[src/rtl/i2c_reg_seq_if.sv]
// Request/response and i2c_master command bundle for the register sequencer.
// slave = sequencer side, master = requester plus i2c_master side.
interface i2c_reg_seq_if;
  logic       req_valid;
  logic       req_ready;
  logic       req_rnw;
  logic [6:0] req_dev_addr;
  logic [7:0] req_reg_addr;
  logic [7:0] req_wdata;
  logic       rsp_valid;
  logic [7:0] rsp_rdata;
  logic       rsp_nack;
  logic       rsp_timeout;
  logic       busy;
  logic [2:0] m_cmd;
  logic [7:0] m_din;
  logic       m_wr_i2c;
  logic       m_ready;
  logic       m_done_tick;
  logic       m_ack;
  logic [7:0] m_dout;

  modport slave (
    input  req_valid, req_rnw, req_dev_addr,
    input  req_reg_addr, req_wdata,
    output req_ready, rsp_valid, rsp_rdata,
    output rsp_nack, rsp_timeout, busy,
    output m_cmd, m_din, m_wr_i2c,
    input  m_ready, m_done_tick, m_ack, m_dout
  );

  modport master (
    output req_valid, req_rnw, req_dev_addr,
    output req_reg_addr, req_wdata,
    input  req_ready, rsp_valid, rsp_rdata,
    input  rsp_nack, rsp_timeout, busy,
    input  m_cmd, m_din, m_wr_i2c,
    output m_ready, m_done_tick, m_ack, m_dout
  );
endinterface

[src/rtl/i2c_reg_seq.sv]
// Register read/write sequencer driving i2c_master from START to STOP.
// One request in flight; result returned as a one-cycle response pulse.
module i2c_reg_seq #(
  parameter bit ABORT_ON_NACK = 1'b1,
  parameter int WAIT_TIMEOUT  = 65535
) (
  input logic          clk,
  input logic          reset,
  i2c_reg_seq_if.slave bus
);
  localparam logic [2:0] C_START   = 3'd0;
  localparam logic [2:0] C_WR      = 3'd1;
  localparam logic [2:0] C_RD      = 3'd2;
  localparam logic [2:0] C_STOP    = 3'd3;
  localparam logic [2:0] C_RESTART = 3'd4;
  localparam logic [15:0] TO_LAST  = 16'(WAIT_TIMEOUT - 1);

  typedef enum logic [1:0] {
    S_IDLE, S_ISSUE, S_WAIT, S_DONE
  } state_t;

  state_t      r_state, w_state_nxt;
  logic        r_rnw;
  logic [6:0]  r_dev;
  logic [7:0]  r_reg;
  logic [7:0]  r_wdata;
  logic [2:0]  r_step, w_step_nxt;
  logic [2:0]  r_cmd;
  logic [7:0]  r_din;
  logic [15:0] r_cnt;
  logic [7:0]  r_rdata;
  logic        r_nack;
  logic        r_timeout;

  logic        w_accept, w_done, w_last;
  logic        w_nack, w_abort, w_timeout;
  logic [2:0]  w_stop_step;
  logic [10:0] w_dec;

  function automatic logic [10:0] f_decode(
    input logic       rnw,
    input logic [2:0] step,
    input logic [6:0] dev,
    input logic [7:0] rg,
    input logic [7:0] wd
  );
    logic [2:0] c;
    logic [7:0] d;
    c = C_STOP;
    d = 8'h00;
    unique case (1'b1)
      step == 3'd0: c = C_START;
      step == 3'd1: begin c = C_WR; d = {dev, 1'b0}; end
      step == 3'd2: begin c = C_WR; d = rg; end
      step == 3'd3 && !rnw: begin c = C_WR; d = wd; end
      step == 3'd3 && rnw: c = C_RESTART;
      step == 3'd4 && rnw: begin c = C_WR; d = {dev, 1'b1}; end
      step == 3'd5 && rnw: begin c = C_RD; d = 8'h01; end
      default: ;
    endcase
    return {c, d};
  endfunction

  assign w_accept    = (r_state == S_IDLE) && bus.req_valid;
  assign w_done      = (r_state == S_WAIT) && bus.m_done_tick;
  assign w_stop_step = r_rnw ? 3'd6 : 3'd4;
  assign w_last      = (r_step == w_stop_step);
  // A NACK reported this very cycle must already steer the next step
  assign w_nack      = r_nack | (w_done & (r_cmd == C_WR) & bus.m_ack);
  assign w_abort     = w_nack && ABORT_ON_NACK &&
                       ((r_step + 3'd1) != w_stop_step);
  assign w_timeout   = (r_state == S_WAIT) && !bus.m_ready &&
                       (r_cnt == TO_LAST);
  assign w_dec       = f_decode(r_rnw, w_step_nxt, r_dev, r_reg, r_wdata);

  always_comb begin
    w_state_nxt = r_state;
    w_step_nxt  = r_step;
    unique case (r_state)
      S_IDLE:
        if (bus.req_valid) begin
          w_state_nxt = S_ISSUE;
          w_step_nxt  = 3'd0;
        end
      S_ISSUE:
        if (bus.m_ready) w_state_nxt = S_WAIT;
      S_WAIT:
        if (bus.m_ready) begin
          if (w_last) begin
            w_state_nxt = S_DONE;
          end else begin
            w_state_nxt = S_ISSUE;
            w_step_nxt  = w_abort ? w_stop_step : r_step + 3'd1;
          end
        end else if (w_timeout) begin
          w_state_nxt = S_DONE;
        end
      S_DONE:
        w_state_nxt = S_IDLE;
      default:
        w_state_nxt = S_IDLE;
    endcase
  end

  always_ff @(posedge clk or posedge reset) begin
    if (reset) begin
      r_state   <= S_IDLE;
      r_step    <= 3'd0;
      r_rnw     <= 1'b0;
      r_dev     <= 7'd0;
      r_reg     <= 8'd0;
      r_wdata   <= 8'd0;
      r_cmd     <= C_START;
      r_din     <= 8'd0;
      r_cnt     <= 16'd0;
      r_rdata   <= 8'd0;
      r_nack    <= 1'b0;
      r_timeout <= 1'b0;
    end else begin
      r_state        <= w_state_nxt;
      r_step         <= w_step_nxt;
      {r_cmd, r_din} <= w_dec;
      if (w_accept) begin
        r_rnw     <= bus.req_rnw;
        r_dev     <= bus.req_dev_addr;
        r_reg     <= bus.req_reg_addr;
        r_wdata   <= bus.req_wdata;
        r_rdata   <= 8'd0;
        r_nack    <= 1'b0;
        r_timeout <= 1'b0;
      end
      if (r_state == S_ISSUE) r_cnt <= 16'd0;
      else if (r_state == S_WAIT) r_cnt <= r_cnt + 16'd1;
      if (w_done && r_cmd == C_WR && bus.m_ack) r_nack <= 1'b1;
      if (w_done && r_cmd == C_RD) r_rdata <= bus.m_dout;
      if (w_timeout) r_timeout <= 1'b1;
    end
  end

  assign bus.req_ready   = (r_state == S_IDLE);
  assign bus.busy        = (r_state != S_IDLE);
  assign bus.rsp_valid   = (r_state == S_DONE);
  assign bus.rsp_rdata   = r_rdata;
  assign bus.rsp_nack    = r_nack;
  assign bus.rsp_timeout = r_timeout;
  assign bus.m_cmd       = r_cmd;
  assign bus.m_din       = r_din;
  assign bus.m_wr_i2c    = (r_state == S_ISSUE) && bus.m_ready;
endmodule

[src/flat_wrapper.sv]
// flat-port wrapper written by rule: the top's interface ports become plain ports
module i2c_reg_seq_flat 
#(
  parameter bit ABORT_ON_NACK = 1'b1,
  parameter int WAIT_TIMEOUT  = 65535
)
  (clk, reset, bus_req_valid, bus_req_rnw, bus_req_dev_addr, bus_req_reg_addr, bus_req_wdata, bus_req_ready, bus_rsp_valid, bus_rsp_rdata, bus_rsp_nack, bus_rsp_timeout, bus_busy, bus_m_cmd, bus_m_din, bus_m_wr_i2c, bus_m_ready, bus_m_done_tick, bus_m_ack, bus_m_dout);
  i2c_reg_seq_if bus_i ();
  input logic clk;
  input logic reset;
  input wire logic [$bits(bus_i.req_valid)-1:0] bus_req_valid;
  input wire logic [$bits(bus_i.req_rnw)-1:0] bus_req_rnw;
  input wire logic [$bits(bus_i.req_dev_addr)-1:0] bus_req_dev_addr;
  input wire logic [$bits(bus_i.req_reg_addr)-1:0] bus_req_reg_addr;
  input wire logic [$bits(bus_i.req_wdata)-1:0] bus_req_wdata;
  output wire logic [$bits(bus_i.req_ready)-1:0] bus_req_ready;
  output wire logic [$bits(bus_i.rsp_valid)-1:0] bus_rsp_valid;
  output wire logic [$bits(bus_i.rsp_rdata)-1:0] bus_rsp_rdata;
  output wire logic [$bits(bus_i.rsp_nack)-1:0] bus_rsp_nack;
  output wire logic [$bits(bus_i.rsp_timeout)-1:0] bus_rsp_timeout;
  output wire logic [$bits(bus_i.busy)-1:0] bus_busy;
  output wire logic [$bits(bus_i.m_cmd)-1:0] bus_m_cmd;
  output wire logic [$bits(bus_i.m_din)-1:0] bus_m_din;
  output wire logic [$bits(bus_i.m_wr_i2c)-1:0] bus_m_wr_i2c;
  input wire logic [$bits(bus_i.m_ready)-1:0] bus_m_ready;
  input wire logic [$bits(bus_i.m_done_tick)-1:0] bus_m_done_tick;
  input wire logic [$bits(bus_i.m_ack)-1:0] bus_m_ack;
  input wire logic [$bits(bus_i.m_dout)-1:0] bus_m_dout;
  assign bus_i.req_valid = bus_req_valid;
  assign bus_i.req_rnw = bus_req_rnw;
  assign bus_i.req_dev_addr = bus_req_dev_addr;
  assign bus_i.req_reg_addr = bus_req_reg_addr;
  assign bus_i.req_wdata = bus_req_wdata;
  assign bus_req_ready = bus_i.req_ready;
  assign bus_rsp_valid = bus_i.rsp_valid;
  assign bus_rsp_rdata = bus_i.rsp_rdata;
  assign bus_rsp_nack = bus_i.rsp_nack;
  assign bus_rsp_timeout = bus_i.rsp_timeout;
  assign bus_busy = bus_i.busy;
  assign bus_m_cmd = bus_i.m_cmd;
  assign bus_m_din = bus_i.m_din;
  assign bus_m_wr_i2c = bus_i.m_wr_i2c;
  assign bus_i.m_ready = bus_m_ready;
  assign bus_i.m_done_tick = bus_m_done_tick;
  assign bus_i.m_ack = bus_m_ack;
  assign bus_i.m_dout = bus_m_dout;
  i2c_reg_seq #(.ABORT_ON_NACK(ABORT_ON_NACK), .WAIT_TIMEOUT(WAIT_TIMEOUT)) u_core (.clk(clk), .reset(reset), .bus(bus_i));
endmodule
[config.mk]
export PLATFORM = sky130hd
export DESIGN_NAME = i2c_reg_seq_flat
export DESIGN_NICKNAME = d
export VERILOG_FILES = /design/src/rtl/i2c_reg_seq_if.sv /design/src/rtl/i2c_reg_seq.sv /design/src/flat_wrapper.sv
export SDC_FILE = /design/constraint.sdc
export NUM_CORES = 1
export LEC_CHECK = 0
export CAP_MARGIN = 20
export CORE_MARGIN = 8
export CORE_UTILIZATION = 48
export CTS_BUF_LIST = sky130_fd_sc_hd__clkbuf_8
export CTS_CLUSTER_DIAMETER = 30
export DETAILED_ROUTE_END_ITERATION = 16
export PLACE_DENSITY_LB_ADDON = 0.08
export SKIP_LAST_GASP = 1
export SLEW_MARGIN = 25
export SYNTH_ARGS = -nofsm -noshare
export SYNTH_HDL_FRONTEND = slang
export SYNTH_SLANG_ARGS = --single-unit
[constraint.sdc]
create_clock -name clk -period 2.35 [get_ports clk]
set_input_delay 0.47 -clock clk [delete_from_list [all_inputs] [get_ports clk]]
set_output_delay 0.47 -clock clk [all_outputs]
set_load 0.02 [all_outputs]
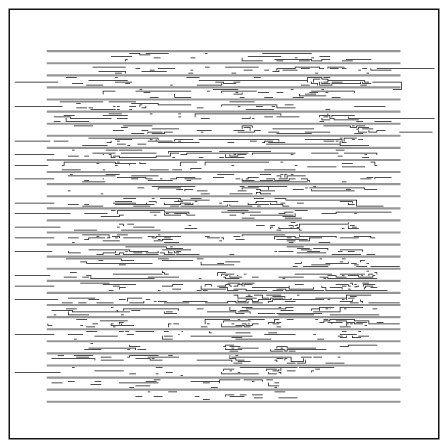
(run_1/m1.png)
Supply wires on this layer in gray.
The wires run mostly horizontal. 378 nets have wire on it.

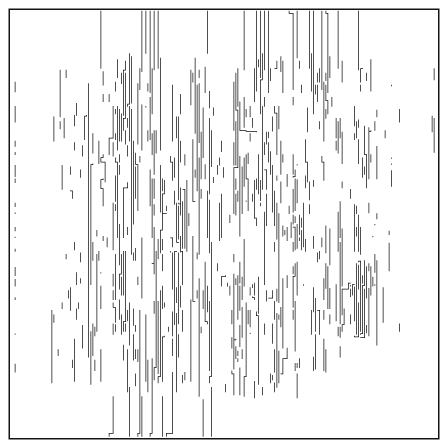
(run_1/m2.png)
The longest straight run is 61.5 um. The layer carries 3320 um of wire. 357 nets have wire on it.

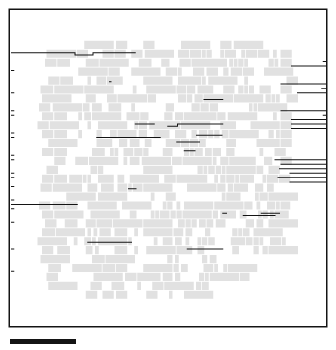
(run_1/m3.png)
The bar under the picture is 20 um long. Cells faint in the background.
The layer holds 5.1% of the routed length. The layer carries 338 um of wire. 42 nets have wire on it.

==> results.txt, run 1 <==
flow finished, numbers: outcome finished, final reports clean, deepest clock path buffer count 2, initial antenna violation count 0, Syn Area/Cell 10.94 um^2, pre-CTS setup slack -148.0 ps, M3 GR Usage 0.04134, R2R cell count 10, crit end category register, # diodes 0, Worst-Skew Late Latency 340 ps, Die Y 96.31 um, FP Rows 29, Critical Path RT 2610 ps, Crit Path Class register to register, PD cells 1176 nW/um^2, global-route wire length before repair 11.13 mm, yosys stat chip area 3095 um^2, RSZ-0062 raised after global routing no, number of nets in the layout 416, fin crit share 0.9444, setup TNS 0 ps, Power, Total 4.937 mW, core outline area 6277 um^2, Metal-1 WL 2.879 mm, Layout Cells excl Fill 452, min-delay src u_core.r_dev[0], met2 usage 0.2543, Top area cell types dfrtp_1 53%, mux2_2 8.7%, o21ai_0 3.6%, r2r endpoint u_core.bus.m_din[5], root buffer cell clkbuf_8, Die ar. 9275 um^2, GRT overflow 0, gr usage total 0.1547, final setup vio count 0, Synth warnings 0, Largest register FFs 16, Seq share, synth 0.5335, reg2reg start u_core.r_state[0], Max Fanout on Critical Path 7, class of the worst hold path register to register, met2 routed WL 3.321 mm, Slew headroom 0.7045, hpwl dp 4.763 mm, DRC 0, Via Count 2396, Top FF cell, synth dfrtp_1, post-route ant nets 0, Worst Max-Slew Pin Slew 439.1 ps, Hold Fails Final Rpt 0
run 1: worst max-delay path by stage:
stage / startpoint / to / slack [ps] / depth (start not counted)
floorplan: u_core.r_state[0] / u_core.bus.m_din[1] / 100 / 9
global placement: bus_m_done_tick / u_core.bus.m_din[4] / -120 / 7
detailed placement: bus_m_done_tick / u_core.bus.m_din[1] / -150 / 7
CTS: u_core.r_state[0] / u_core.bus.m_din[5] / 30 / 10
global route: u_core.r_state[0] / u_core.bus.m_din[3] / 20 / 10
finish: u_core.r_state[0] / u_core.bus.m_din[5] / 130 / 10
run 1: what timing repair did:
item / 4_1_cts / 5_1_grt
endpoints found under the setup margin: 4 / 10
gates resized: 2 / 8
pin swaps: 0 / 1
gates cloned: 0 / 0
setup buffers: 0 / 3
run 1: power breakdown:
part | internal, mW | switching (mW)
sequential | 1.51 | 0.253
combinational | 1.15 | 1.12
clock | 0.478 | 0.426
run 1: critical path: stages (launching register included):
cell and delay (ps):
dfrtp_1 390, inv_2 80, buf_4 130, ha_4 160
mux2i_4 240, o21ai_0 100, buf_4 160, o221ai_4 60
or3b_4 410, a21oi_4 260, o2bb2ai_1 150
run 1: cell type report:
cell class | instances | area, um^2
tap | 77 | 96.34
inverter | 19 | 71.32
clock buffer | 9 | 123.9
multi-input combinational | 187 | 1361
sequential | 66 | 1653
clock inverter | 7 | 61.31
timing repair buffer | 87 | 832.0
fill | 500 | 2078
run 1: logic make-up (layout without fill, tap and decap cells):
logic type,Yosys count,after routing,share of synthesized area
AOI/OAI and AO/OA,61,61,0.1423
xor gates and xnor gates,10,10,0.02830
adders and majority gates,8,8,0.03234
buffers and inverters,30,122,0.03961
DFF,66,66,0.5335
muxes,27,27,0.09701
and+or+nand+nor,81,81,0.1269
==> inputs of run 2 (changes only) <==
--- a/config.mk
+++ b/config.mk
@@ -12,6 +12,7 @@
 export CTS_CLUSTER_DIAMETER = 30
 export DETAILED_ROUTE_END_ITERATION = 16
 export PLACE_DENSITY_LB_ADDON = 0.08
+export SKIP_CTS_REPAIR_TIMING = 1
 export SKIP_LAST_GASP = 1
 export SLEW_MARGIN = 25
 export SYNTH_ARGS = -nofsm -noshare
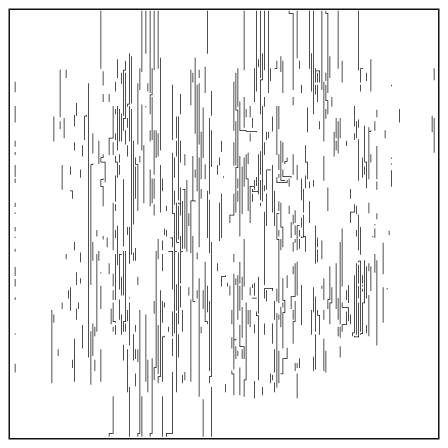
(run_2/m2.png)
The wires run mostly vertical. The layer holds 50% of the routed length. The layer carries 3290 um of wire. 353 nets have wire on it. The longest straight run is 61.5 um.

==> run 2 against run 1 <==
Compared with the run above: utilization decreased by 0.66 points; non-clock buffer count down 2; first-iteration DRC count rose by 4.7%; clock skew is 0.59 ps higher; critical endpoint unchanged.
==> results.txt, run 2 <==
flow finished, numbers: final setup vio count 0, GRT overflow 0, # diodes 0, PD cells 1171 nW/um^2, Hold Fails Final Rpt 0, Top area cell types dfrtp_1 53%, mux2_2 8.7%, o21ai_0 3.6%, Die Y 96.31 um, fin crit share 0.9781, Setup crit start u_core.r_state[0], setup TNS 0 ps, Worst-Skew Late Latency 340 ps, FP Rows 29, outcome finished, final reports clean, Max Fanout on Critical Path 7, gr usage total 0.1547, global-route wire length before repair 11.13 mm, number of nets in the layout 414, Slew headroom 0.6998, deepest clock path buffer count 2, Top FF cell, synth dfrtp_1, min-delay src u_core.r_dev[0], Filler cells 506, RSZ-0062 raised after global routing yes, Critical Path RT 2610 ps, crit end category register, Layout Cells excl Fill 450, Seq share, synth 0.5335, Worst Max-Slew Pin Slew 446.2 ps, Largest register FFs 16, Synth warnings 0, root buffer cell clkbuf_8, pre-CTS setup slack -148.0 ps, class of the worst hold path register to register, core outline area 6277 um^2, yosys stat chip area 3095 um^2, Crit Path Class register to register, post-route ant nets 0, Syn Area/Cell 10.94 um^2, Power, Total 4.868 mW
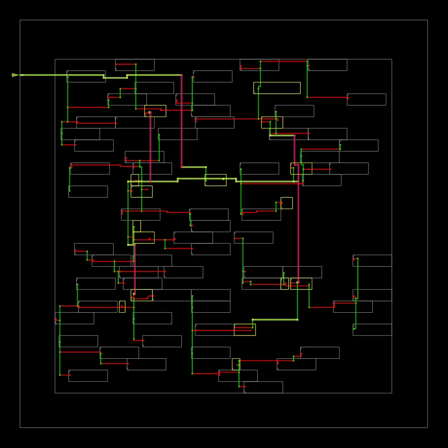
(run_2/clock_nets.png)
seq_cells: 66
clock buffers: 9
CTS Buf Count: 9
Clk. pwr: 0.906 mW
# clock sinks: 66

-- run 2: where the power goes --
group,total [mW],internal (mW),switching [mW]
Combinational,2.20,1.10,1.11
Clock,0.906,0.478,0.428
Sequential,1.76,1.51,0.249
-- run 2: final cells by class --
class / count / area [um^2] / share of cell area
Tap cell: 77 / 96.34 / 0.02317
Clock buffer: 9 / 123.9 / 0.02979
Multi-Input combinational cell: 187 / 1333 / 0.3205
Sequential cell: 66 / 1652 / 0.3972
Timing Repair Buffer: 85 / 820.8 / 0.1974
Clock inverter: 7 / 61.31 / 0.01475
Inverter: 19 / 71.32 / 0.01715
-- run 2: worst paths after layout --
path / end / slack, ps / cells after the start
max in group asynchronous: u_core.r_cnt[8] / 1560 / 3
max: u_core.bus.m_din[5] / 50 / 10
min: u_core.bus.m_din[1] / 490 / 1
max reg2reg: u_core.bus.m_din[5] / 50 / 10
min in group asynchronous: u_core.r_cnt[10] / 520 / 3
min reg2reg: u_core.bus.m_din[1] / 490 / 1
-- run 2: kinds of logic (layout without fill, tap and decap cells) --
family / count (synthesis) / count (layout) / synth area share
simple gates: 81 / 81 / 0.1269
compound gates: 61 / 61 / 0.1423
buf+inv: 30 / 120 / 0.03961
fa+ha+maj: 8 / 8 / 0.03234
flops: 66 / 66 / 0.5335
mux: 27 / 27 / 0.09701
xor+xnor: 10 / 10 / 0.02830
-- run 2: worst max-delay path: stages (launching register included) --
cell	delay (ps)
dfrtp_1	380
inv_1	80
buf_4	120
ha_2	220
mux2i_2	270
o21ai_0	120
buf_4	160
o221ai_4	60
or3b_4	410
a21oi_4	260
o2bb2ai_1	150
-- run 2: metal layers --
metal,GRT usage,vias to the layer above,share of wire
met5,0,-,0
met4,0.06557,0,0.013
met3,0.04134,9,0.048
met2,0.2543,52,0.50
met1,0.1878,1159,0.44
li1,-,1160,-
Power figures rest on the tool's default switching activity, not on a simulated workload.
